==> config.mk <==
export PLATFORM = sky130hd
export DESIGN_NAME = traffic_phase_controller
export DESIGN_NICKNAME = d
export VERILOG_FILES = /design/src/rtl/traffic_pkg.sv /design/src/rtl/traffic_phase_controller_rr_phase_select.sv /design/src/rtl/traffic_phase_controller.sv
export SDC_FILE = /design/constraint.sdc
export NUM_CORES = 1
export LEC_CHECK = 0
export CORE_MARGIN = 2
export CORE_UTILIZATION = 50
export CTS_CLUSTER_SIZE = 12
export DETAILED_ROUTE_END_ITERATION = 10
export GPL_TIMING_DRIVEN = 0
export PLACE_DENSITY_LB_ADDON = 0.2
export SLEW_MARGIN = 20
export SYNTH_ARGS = -nofsm -noshare
export SYNTH_HDL_FRONTEND = slang
export SYNTH_SLANG_ARGS = --single-unit
==> constraint.sdc <==
create_clock -name clk -period 2.2 [get_ports clk]
set_input_delay 0.44 -clock clk [delete_from_list [all_inputs] [get_ports clk]]
set_output_delay 0.44 -clock clk [all_outputs]
set_load 0.05 [all_outputs]
Run 1, M1 wires:
Scale bar: 20 um. Supply wires on this layer in grey.
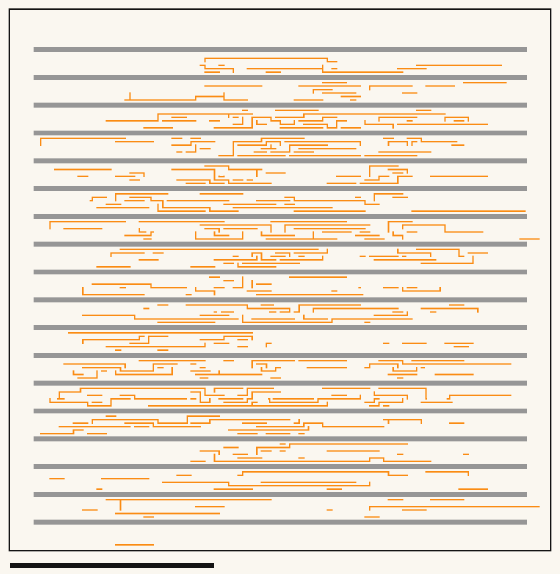
wire length on this layer: 1320 um
share of all routed wire: 47%
longest straight run: 19.3 um
nets with wire on the layer: 146
main direction: horizontal
DR vias: 1093
global routing met1 resource utilization: 28.98%
post-detailed-routing wire length: 2817 um

Run 1, metal 2:
Scale bar: 20 um.
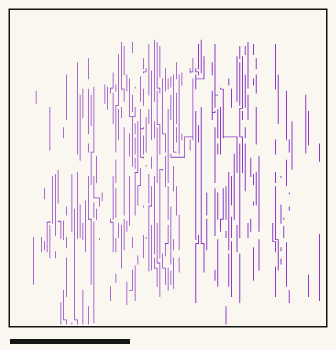
longest straight run: 22.7 um
wire length on this layer: 1310 um
share of all routed wire: 46%
nets with wire on the layer: 142
met2 global-route usage: 37.08%

Run 1, met3 routing:
Cells faint in the background.
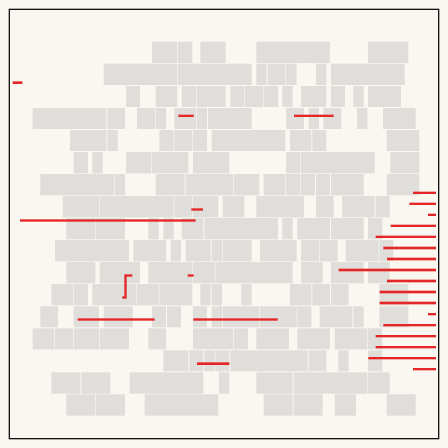
share of all routed wire: 5.3%
wire length on this layer: 150 um
longest straight run: 21.4 um
main direction: horizontal
met3 track demand over resource: 2.857%

Run 1, routed clock nets over the placement:
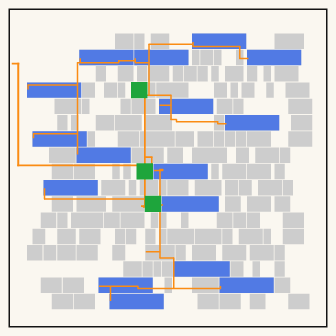
[green] clock-net drivers | count: 3
[orange] clock wires | length: 232 um
[blue] flip-flops | count: 16
routed clock nets: 4
Post-Route Skew: 0.005553 ns
clock power share: 9.0%

==> run notes <==
Numbers from the implementation run.

The run finished with clean final reports. The number of global-route vias before repair is ~1000. The number of instances in the placed design is around 180. During placement, the flow inserted port buffers numbering 24. The count of nets left with antenna violations once routing finished came out at 0. Per the detail_route report, vias per standard cell equal between 5 and 6. The flow reports power dissipated in combinational cells as roughly 1600 uW.

The fraction of the mapped netlist area in adder cells is about 7.3%. The slowest library cell on the worst path is sky130_fd_sc_hd__clkdlybuf4s50_1. The clock buffer count from CTS is 3. Once synthesis finished, the tally of register bits stood at 16. The CTS tree is yes. The count of unresolved DRC violations after routing is 0. In this run the number of cells on the critical path is 1. Across all hold checks on the routed design, the worst slack comes to 0.5739 ns. The cell area that synthesis handed to floorplanning was roughly 1200 sq um. The cell area power density is around 1500 nW/um^2.

The clock distribution area overhead in the final layout is under 10%. In this run, post-CTS hold repair placed 0 buffers. The fraction of the mapped netlist area in simple logic gates is 23.92%.

The critical path buffer and inverter count is 1. The count of max-cap constraint violations is 0. The largest voltage drop on the vdd net is ~0.001 V.

STA classifies the critical path endpoint as an output port. The power consumption is 2270 uW. The number of tapcells is 28. The final timing report derives a shortest allowable period of around 2.1 ns. The floorplan step set the die width to roughly 53 um.

Setup repair after global routing left no endpoint under its margin. In the layout the commonest cells are 14 x sky130_fd_sc_hd__dfrtp_1, 12 x sky130_fd_sc_hd__clkdlybuf4s50_1, 9 x sky130_fd_sc_hd__inv_1. The internal portion of the total power is 1055 uW.

The maximum number of pins on one net before global-route repair is 17. The row count is 17. In this run the worst path has a maximum fanout of 8.

The leading area contributor after synthesis is sky130_fd_sc_hd__dfrtp_1. The core footprint is between 2000 and 2500 sq um. The worst slack after detailed placement is -0.1804 ns. For reference, XOR and XNOR gates occupy ~1.5% of the area reported after synthesis. The register with the most flip-flops in the layout has 5 of them. The global router's overall resource usage is 22.16%. Summing all multi-input logic gate instances after layout gives 787.0 sq um.

The final weighted congestion in routability-driven placement is roughly 0.77. After layout, the worst path uses between 90% and 100% of the clock period. Counting plain and timing-repair buffers in the layout gives 30. The worst register-to-register path has a setup slack of around 0.14 ns.

The proportion of register bits with asynchronous set or reset after synthesis is 100.0%. The met3 routed wirelength is ~150 um. After routing the design area is ~1600 sq um. The setup path with the least slack is of type reg2out. The worst register-to-register path depth is 8. Wire segments on met2 add up to around 1300 um in the final route. The final report gives the core utilization as between 60% and 70%. The synthesis warning total is 0.

Per the log, the first TritonRoute iteration ended with a DRC count of 17. The multi-input gate count is between 100 and 150. The largest cell class by area is logic gates. The cell type group with the largest total delay on the critical path is buffers and inverters. The number of non-clock inverters is 9.

The fraction of synthesized cell area taken by the top area cell type is roughly a third. Counting along the longest clock path gives a buffer depth of 2. The highest routed metal layer is met4. Per the final layout report, the fraction of cells sized above drive strength 1 comes to around 28%. The latest clock arrival within the worst-skew pair is around 0.3 ns. The clock transition at the register clock pins on the worst setup and hold paths after CTS is between 0.1 and 0.15 ns. In the final design database the tool counted 174 nets.

Data on the critical path arrives at its endpoint at around 1.7 ns. At the pin with the least slew margin, the transition time is 0.7545 ns. The headroom to the max-slew limit is 49.54%. The signal on the critical path passes through clkdlybuf4s50_1.

The number of sinks on the clock net is 16. The portion of total power attributed to sequential cells is 22.4%. In this run the cell area measured after placement is 1534 sq um. Dividing the detail-routed wire length by the instance count gives between 10 and 15 um. Between the synthesized netlist and the finished layout, the area growth was recorded as 30.22%. The main flop type is sky130_fd_sc_hd__dfrtp_1. The sum of net half-perimeters after detailed placement is 2130 um. The power report puts the net switching power at ~1200 uW. For the final routed database, the setup TNS stands at 0 ns.

The number of instances in the synthesized netlist is around 130. Net switching is approximately 54% of the power. The number of clock-tree buffers in the layout is 4. The final antenna diode tally reported by the flow is 0. The power group with the largest share is combinational cells. In this run, the combinational gates consume roughly two thirds of the power. The first-pass iteration count of the detailed router is 4.

Looking at the gate-level netlist, the highest instance count belongs to sky130_fd_sc_hd__dfrtp_1. The OpenROAD report gives the critical path a required time of 1.76 ns. The most frequent logic cell in the layout is sky130_fd_sc_hd__dfrtp_1.

The tool warning count is 31. Per the CTS log, the maximum H-tree level is 1. In this run, power in the clock network comes to 205 uW.

According to the hold report, the worst path is of the reg2reg type. Yosys attributes the largest share of cell area to sky130_fd_sc_hd__dfrtp_1 34%, sky130_fd_sc_hd__ha_1 7.3%, sky130_fd_sc_hd__nor2_1 4.7%. The number of antenna violations at the first check in global routing is 0. In the synthesized netlist, the cells that appear most often are 16 x sky130_fd_sc_hd__dfrtp_1, 15 x sky130_fd_sc_hd__nor2_1, 9 x sky130_fd_sc_hd__inv_1. The first-pass GRT wire length is 4512 um.

In the final layout, multi-input gates take up 50.68% of the cell area. The cell total in the yosys stat output is roughly 130. For this design the static power due to leakage is about 0.00063 uW. The core utilization at floorplan is between 50% and 60%. The clock root buffer is sky130_fd_sc_hd__clkbuf_4. The vertical die dimension is roughly 53 um.

The setup slack of the critical path after layout is 0.05523 ns. The synthesis area per yosys is 1192 sq um. Among all stages on the critical path, the maximum delay recorded is slightly below 0.9 ns. The instance count along the most critical hold path is 2. Per the post-synthesis report, the nets total about 150. The sequential cell area is between 400 and 500 sq um. The achievable frequency is 466.3 MHz. The final hold violation count recorded for this run is 0. In the final layout, the fill cell count is between 150 and 200. The chip occupies approximately 2800 sq um. The largest family of logic cells by area is simple AND/OR/NAND/NOR gates. The report lists the number of cells resized after CTS as ~46. The highest-utilization routing layer at the global route stage is met2. Yosys mapped a number of flops with a built-in enable equal to 0.

There are 16 flip-flops and latches. The wire length the detailed router placed on met1 is approximately 1300 um. The final setup violation count is 0. The sequential group power is about 510 uW. The cell-mix breakdown from Yosys lists the compound-gate area share as approximately 22%. The aggregate global routing overflow is 0. The share of synthesized area spent on multiplexers is around 4.7%. In this run, distinct cell masters in the synthesized netlist total 49. The synthesized area per cell is 9.033 sq um.

The number of I/O pins is 25. The register share after synthesis is between 30 and 40%. Leaving out filler cells and counting taps, the final layout contains approximately 190.

The worst setup path is launched from a flop. The final max-slew violation count is 0. Looking at the post-CTS report, the setup buffer insertion count equals 0.

In the final layout, flip-flops and latches take up 25.95% of the cell area. Per the final report, the share of cell area in non-clock buffers is 16.60%.
Power is estimated from default activity; no workload was simulated.
